$ cat src/rtl/mem_access_sequencer.sv
// mem_access_sequencer
//   Converts single CPU load/store requests (byte, half, word) into accesses
//   on a word-wide, one-cycle-latency data memory. Sub-word stores become a
//   read-modify-write. Misaligned or illegal-size requests get an immediate
//   error response and never touch the memory.
//
// Ports
//   clk, rst_n                clock, asynchronous active-low reset
//   req_valid / req_ready     request handshake (ready only while idle)
//   req_write, req_addr,      store flag, byte address, store data,
//   req_wdata, req_size,      size (00 byte, 01 half, 10 word, 11 illegal),
//   req_zext                  load zero-extend (1) / sign-extend (0)
//   resp_valid, resp_rdata,   one-cycle completion pulse, extended load data,
//   resp_err                  error flag qualified by resp_valid
//   mem_addr, mem_re, mem_we, word address and strobes to the memory,
//   mem_wdata, mem_rdata      write word, read word (valid one cycle after mem_re)
module mem_access_sequencer #(
    parameter int ADDR_W = 14
) (
    input  logic              clk,
    input  logic              rst_n,
    input  logic              req_valid,
    output logic              req_ready,
    input  logic              req_write,
    input  logic [31:0]       req_addr,
    input  logic [31:0]       req_wdata,
    input  logic [1:0]        req_size,
    input  logic              req_zext,
    output logic              resp_valid,
    output logic [31:0]       resp_rdata,
    output logic              resp_err,
    output logic [ADDR_W-1:0] mem_addr,
    output logic              mem_re,
    output logic              mem_we,
    output logic [31:0]       mem_wdata,
    input  logic [31:0]       mem_rdata
);

    localparam int DATA_W = 32;

    typedef enum logic [2:0] {
        IDLE  = 3'd0,
        READ  = 3'd1,
        MERGE = 3'd2,
        WRITE = 3'd3,
        RESP  = 3'd4
    } state_t;

    state_t state, state_nxt;

    logic              wr_r;
    logic [ADDR_W-1:0] waddr_r;
    logic [1:0]        boff_r;
    logic [1:0]        size_r;
    logic              zext_r;
    logic              err_r;
    logic [DATA_W-1:0] wdata_r;   // store data, later the merged word
    logic [DATA_W-1:0] rdata_r;   // extended load data, 0 for stores/errors
    logic              req_illegal;
    logic              accept;
    logic              unused_addr_hi;

    // Byte-address bits above the memory window do not select anything.
    assign unused_addr_hi = ^req_addr[31:ADDR_W+2];

    assign accept = req_valid && (state == IDLE);

    assign req_illegal = (req_size == 2'b11)
                      || ((req_size == 2'b01) && req_addr[0])
                      || ((req_size == 2'b10) && (req_addr[1:0] != 2'b00));

    // Pick the addressed field out of a memory word and extend it to 32 bits.
    function automatic logic [DATA_W-1:0] extract_load(
        input logic [DATA_W-1:0] word,
        input logic [1:0]        off,
        input logic [1:0]        size,
        input logic              zext
    );
        logic signed [7:0]        b;
        logic signed [15:0]       h;
        logic signed [DATA_W-1:0] ext;
        b = word[{off, 3'b000} +: 8];
        h = word[{off[1], 4'b0000} +: 16];
        case (size)
            2'b00: begin
                if (zext) ext = {24'd0, b};
                else      ext = 32'(b);
            end
            2'b01: begin
                if (zext) ext = {16'd0, h};
                else      ext = 32'(h);
            end
            default: ext = word;
        endcase
        return ext;
    endfunction

    // Overwrite only the addressed byte/half lane, keeping every other bit.
    function automatic logic [DATA_W-1:0] merge_store(
        input logic [DATA_W-1:0] word,
        input logic [DATA_W-1:0] wdata,
        input logic [1:0]        off,
        input logic [1:0]        size
    );
        logic [DATA_W-1:0] r;
        r = word;
        if (size == 2'b00) r[{off, 3'b000} +: 8]     = wdata[7:0];
        else               r[{off[1], 4'b0000} +: 16] = wdata[15:0];
        return r;
    endfunction

    // State register
    always_ff @(posedge clk or negedge rst_n) begin
        if (!rst_n) state <= IDLE;
        else        state <= state_nxt;
    end

    // Next-state logic
    always_comb begin
        state_nxt = state;
        case (state)
            IDLE: begin
                if (req_valid) begin
                    if (req_illegal)             state_nxt = RESP;
                    else if (!req_write)         state_nxt = READ;
                    else if (req_size == 2'b10)  state_nxt = WRITE;
                    else                         state_nxt = READ;
                end
            end
            READ:    state_nxt = MERGE;
            MERGE:   state_nxt = wr_r ? WRITE : RESP;
            WRITE:   state_nxt = RESP;
            RESP:    state_nxt = IDLE;
            default: state_nxt = IDLE;
        endcase
    end

    // Request latch and merge datapath
    always_ff @(posedge clk or negedge rst_n) begin
        if (!rst_n) begin
            wr_r    <= 1'b0;
            waddr_r <= '0;
            boff_r  <= 2'b00;
            size_r  <= 2'b00;
            zext_r  <= 1'b0;
            err_r   <= 1'b0;
            wdata_r <= '0;
            rdata_r <= '0;
        end else if (accept) begin
            wr_r    <= req_write;
            waddr_r <= req_addr[ADDR_W+1:2];
            boff_r  <= req_addr[1:0];
            size_r  <= req_size;
            zext_r  <= req_zext;
            err_r   <= req_illegal;
            wdata_r <= req_wdata;
            rdata_r <= '0;
        end else if (state == MERGE) begin
            // mem_rdata is valid here, one cycle after the READ strobe.
            if (wr_r) wdata_r <= merge_store(mem_rdata, wdata_r, boff_r, size_r);
            else      rdata_r <= extract_load(mem_rdata, boff_r, size_r, zext_r);
        end
    end

    // Outputs
    always_comb begin
        req_ready  = (state == IDLE);
        mem_re     = (state == READ);
        mem_we     = (state == WRITE);
        mem_wdata  = (state == WRITE) ? wdata_r : '0;
        mem_addr   = waddr_r;
        resp_valid = (state == RESP);
        resp_err   = (state == RESP) && err_r;
        resp_rdata = (state == RESP) ? rdata_r : '0;
    end

endmodule
$ cat config.mk
export PLATFORM = sky130hd
export DESIGN_NAME = mem_access_sequencer
export DESIGN_NICKNAME = d
export VERILOG_FILES = /design/src/rtl/mem_access_sequencer.sv
export SDC_FILE = /design/constraint.sdc
export NUM_CORES = 1
export LEC_CHECK = 0
export CELL_PAD_IN_SITES_DETAIL_PLACEMENT = 1
export CELL_PAD_IN_SITES_GLOBAL_PLACEMENT = 1
export CORE_ASPECT_RATIO = 0.6
export CORE_MARGIN = 1
export CORE_UTILIZATION = 30
export DETAILED_ROUTE_END_ITERATION = 8
export HOLD_SLACK_MARGIN = 0.05
export PLACE_DENSITY_LB_ADDON = 0.1
export SLEW_MARGIN = 20
export SYNTH_ARGS = -nofsm -noshare
export SYNTH_HDL_FRONTEND = slang
export SYNTH_SLANG_ARGS = --single-unit
$ cat constraint.sdc
create_clock -name clk -period 2.15 [get_ports clk]
set_input_delay 0.645 -clock clk [delete_from_list [all_inputs] [get_ports clk]]
set_output_delay 0.645 -clock clk [all_outputs]
set_load 0.02 [all_outputs]
Nets reached from selected ports:
Scale: 2 px per um.
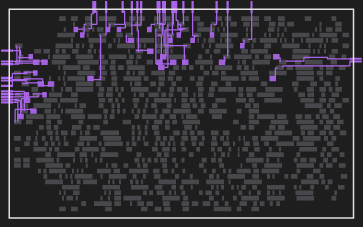
mem_wdata -> purple  # bits 32, direction output, end cells 32, buffers 32, wire 749 um

Pin placement:
Scale: 4 px per um. Pins as bars across the die edge, other pins in gray.
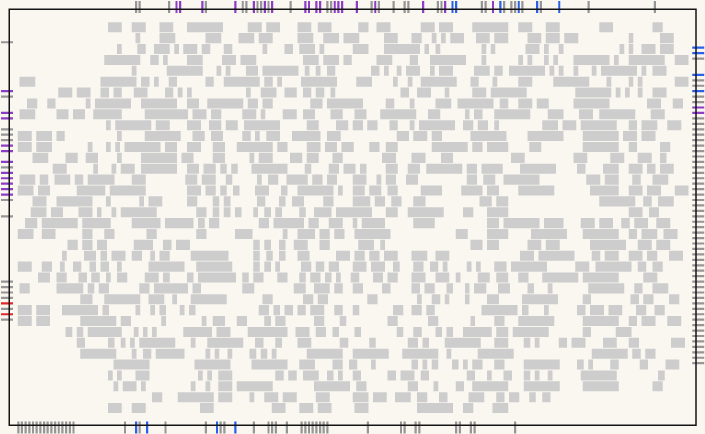
req_size -> red  # pins 2, direction input, edge left
mem_addr -> blue  # pins 14, direction output, edge 6 top, 4 bottom, 4 right
mem_wdata -> purple  # pins 32, direction output, edge 19 top, 11 left, 2 right
all pins by edge = 57 right, 53 top, 49 bottom, 27 left

==> notes.org <==
#+TITLE: Physical design notes

** Setup path
- Kind of capture point of the worst setup path :: output pin
- Critical Path Max Stage Delay :: 0.42 ns
- Slowest cell on the critical path :: sky130_fd_sc_hd__dfrtp_1
- Critical R2R Capture :: wdata_r[2]$_DFFE_PN0P_
- STA puts the critical path data arrival time at 1.64 ns.
- Along the worst path, the maximum fanout reaches 8.
- Per the post-run analysis, buffers plus inverters along the critical path come to 3.
- Startpoint of the lowest-slack register-to-register path :: state[2]$_DFFE_PN0P_
- Critical path required time :: 1.50 ns
- The critical path goes through and3b_2, buf_12, clkbuf_16, and2_4, buf_6.
- Critical path's top delay family :: simple AND/OR/NAND/NOR gates
- Kind of critical path :: reg -> out
- Register-to-Register Path Depth :: 5
- Worst setup path startpoint :: state[0]$_DFFE_PN0P_
- The setup check on the worst reg-to-reg path leaves a slack of -0.06 ns.
- The worst setup path is launched from a flip-flop.

** Placed design
- Summed over all nets, the half-perimeter wirelength after detailed placement is 17000 um.
- Per the placement report, the placed cell count is 989.
- Routability cong. :: 0.900
- Port Buffers :: 169

** Final layout
- In the final layout, the share of cells above drive strength 1 is 26.9%.
- The finished layout holds 1010 standard cells, fillers aside.
- Registers take 2200 um2.
- Net count reported at finish :: 885
- Signed area change from the synthesized netlist to the final layout :: 56.6%
- Count of fill cells added during filler insertion :: 1903
- For this run, the script counts the antenna cells in the layout as 0.
- Summing all multi-input logic gate instances after layout gives 2860 um2.

** Timing
- The last timing report of the flow puts the setup violation total at 73.
- The final critical path takes up 106% of the cycle.
- The slew check shows that the tightest pin keeps a relative margin of 55.0%.
- The smallest clock period supported by the final layout is computed as 2.28 ns.
- Across all hold checks on the routed design, the worst slack comes to 0.208 ns.
- Slew Limit Fails :: 0
- Highest attainable clock frequency :: 438 MHz
- Setup repair after global routing missed its margin :: true
- Looking at the max-slew report, the worst-margin pin has a slew of 0.669 ns.
- In the final run the clock tree shows a worst skew of 0.00796 ns.
- Least setup slack across all paths after layout :: -0.135 ns
- Count of final hold-check violations :: 0

** Die
- For this design the top-level I/O count stands at 186.
- The die is 171 um wide.
- Before placement the cells fill 31.2% of the core.
- The floorplan step defined a core boundary enclosing 16500 um2.
- Row generation in the floorplan step produced 36 rows.
- Die Height :: 104 um
- Overall die area :: 17700 um2

** Synthesis
- Counting every instance in the synthesized netlist gives 565.
- Yosys mapped a number of flops with a built-in enable equal to 0.
- Averaged over all synthesized cells, the footprint is 9.13 um2.
- Cell type contributing the most total cell area after synthesis :: sky130_fd_sc_hd__dfrtp_1
- Number of warnings reported in the yosys synthesis log :: 0
- Netlist cell types :: 46
- Most frequent cell after synthesis :: sky130_fd_sc_hd__nand2_1
- The synthesized design devotes to its leading area cell type 42.7% of total area.
- Top FF cell, synth :: sky130_fd_sc_hd__dfrtp_1
- In the Yosys report the total cell count is 565.
- The net count after synthesis is 673.
- Biggest area contributors in the synthesized netlist :: sky130_fd_sc_hd__dfrtp_1, sky130_fd_sc_hd__and2_1, sky130_fd_sc_hd__nand2_1
- Summed standard-cell area reported by yosys :: 5160 um2
- Cell Area, Synth :: 5160 um2
- Yosys reported that registers with async set or reset make up 100%.
- Ys flops :: 88
- Proportion of synthesized chip area in sequential cells :: 42.7%
- Most common library cells after synthesis :: sky130_fd_sc_hd__nand2_1, sky130_fd_sc_hd__dfrtp_1, sky130_fd_sc_hd__and2_1

** GRT
- Global router's overall resource usage :: 25.2%
- Entering global routing, the biggest net connects 39 pins.
- The number of global-route vias before repair was 5599.
- Global-route congestion overflow total :: 0
- Initial antenna violation count :: 0
- The first global-routing pass estimated 33400 um of wire.

** Clock tree
- CTS root buffer :: sky130_fd_sc_hd__clkbuf_16
- Buffer depth of the longest clock path :: 2
- Clock buffer count from CTS :: 9
- For this design, the CTS-stage hold fixing added 0 buffers.
- Clock-pin transition on the worst setup and hold timing paths :: 0.07 ns
- Number of H-tree levels :: 3
- TritonCTS built the clock tree.
- Number of clock sinks :: 88
- Later-pin clock latency in the skew report :: 0.36 ns

** Drt
- Number of optimization iterations in the first detailed-route pass :: 5
- For this block, the routed nets add up to 22100 um of wire.
- After detailed routing, the number of vias per cell comes to 5.38.
- Per-cell routed wire length :: 21.9 um
- DRT antenna net count :: 0
- Count of routing violations after the opening detailed-route iteration :: 539
- Summing over every cut layer, the via total after detailed routing is 5433.
- The DRC violation total left in the routed layout is recorded as 0.

** Flow run
- Max-capacitance violation count :: 0
- The tool warning count for the run is 49.

** Hold path
- STA reports the tightest min-delay check as being of type in -> async.

** Power and ir drop
- In this run the power density over the cells is 1320 nW/um2.
- Pleak :: 0.00372 uW
- Highest ir drop seen on vdd :: 0.620 mV

** Status
- The checks that failed: negative setup slack.
- Outcome :: finished with violations
Cell sizes after repair:
Scale: 4 px per um.
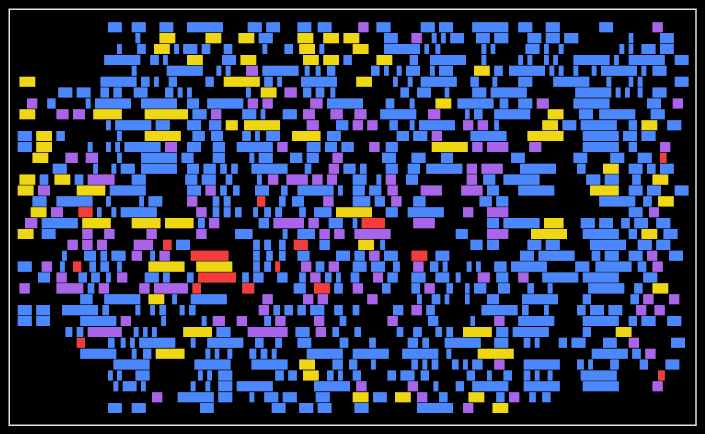
drive 3 to 4 -> purple  # cells 126
drive 1 or less -> blue  # cells 572
drive 6 and up -> yellow  # cells 68
drive 2 -> red  # cells 16

per-stage QoR:
step                setup slack, ns  area [um2]  total power, uW  setup TNS, ns  util (%)
floorplan                    -0.225        5170             6210          -1.80         -
global placement             -0.674        7590             8510         -26.38      45.9
detailed placement           -0.708        7590             8750         -31.13      45.9
CTS                          -0.158        7890            10500          -4.69      47.7
global route                 -0.153        8080            11400          -5.69      48.9
finish                       -0.135        8080            10700          -2.85      48.9
how the worst max path moves through the flow:
stage                                   to  slack, ns  depth (start not counted)
floorplan           wdata_r[0]$_DFFE_PN0P_      -0.22                          7
global placement    wdata_r[6]$_DFFE_PN0P_      -0.67                          5
detailed placement  wdata_r[2]$_DFFE_PN0P_      -0.71                          5
CTS                         resp_rdata[18]      -0.16                          4
global route                 mem_wdata[12]      -0.15                          5
finish                       mem_wdata[12]      -0.13                          5
cell families (layout without fill, tap and decap cells):
| group | count (synthesis) | count (layout) | share of synthesized area, % |
|---|---|---|---|
| fa+ha+maj | 5 | 5 | 1.21 |
| flops | 88 | 88 | 42.7 |
| simple gates | 252 | 252 | 24.5 |
| mux | 30 | 30 | 6.64 |
| buf+inv | 52 | 269 | 4.41 |
| compound gates | 138 | 138 | 20.5 |
area by class of cell:
class,count,area share [%]
clock inverters,6,0.929
clock buffers,10,2.96
inverters,8,0.372
well taps,228,3.53
multi-input cells,425,35.4
flip-flops and latches,88,27.3
repair buffers,245,29.6
per-layer routing:
layer	wire [um]	vias up	part of all wire [%]	GRT usage [%]
li1	-	2454	-	-
met1	11100	2764	50	37.6
met2	9190	201	42	36.6
met3	1610	14	7.3	6.15
met4	187	0	0.85	4.97
met5	0	-	0	0
sequential cells by signal (all words and copies together), names as in the netlist:
register / cells
rdata_r: 32
wdata_r: 32
err_r: 1
mem_addr: 14
zext_r: 1
size_r: 2
wr_r: 1
state: 3
boff_r: 2
placed cells by master, fill, tap and decap left out, types with 10 or more instances in the layout:
master and count:
sky130_fd_sc_hd__o21ai_0 32, sky130_fd_sc_hd__a221oi_1 22, sky130_fd_sc_hd__dfrtp_1 86, sky130_fd_sc_hd__and2_4 18, sky130_fd_sc_hd__a221o_1 16, sky130_fd_sc_hd__clkbuf_16 10
sky130_fd_sc_hd__a31oi_1 12, sky130_fd_sc_hd__mux2i_1 20, sky130_fd_sc_hd__clkdlybuf4s50_1 98, sky130_fd_sc_hd__a211o_1 11, sky130_fd_sc_hd__and2_1 47, sky130_fd_sc_hd__nand3_1 25
sky130_fd_sc_hd__buf_4 89, sky130_fd_sc_hd__buf_12 10, sky130_fd_sc_hd__buf_6 44, sky130_fd_sc_hd__nand2_1 97, sky130_fd_sc_hd__nor2_1 29
power breakdown:
part | internal [uW] | total (uW) | switching, uW
clock network | 949 | 1680 | 733
logic | 2750 | 6050 | 3300
registers | 2390 | 2960 | 571
timing repair:
item / CTS / global route
cloned: 0 / 2
pin swaps: 1 / 10
buffers inserted: 1 / 2
setup endpoints to repair: 86 / 93
gates resized: 331 / 91
Power figures rest on the tool's default switching activity, not on a simulated workload.
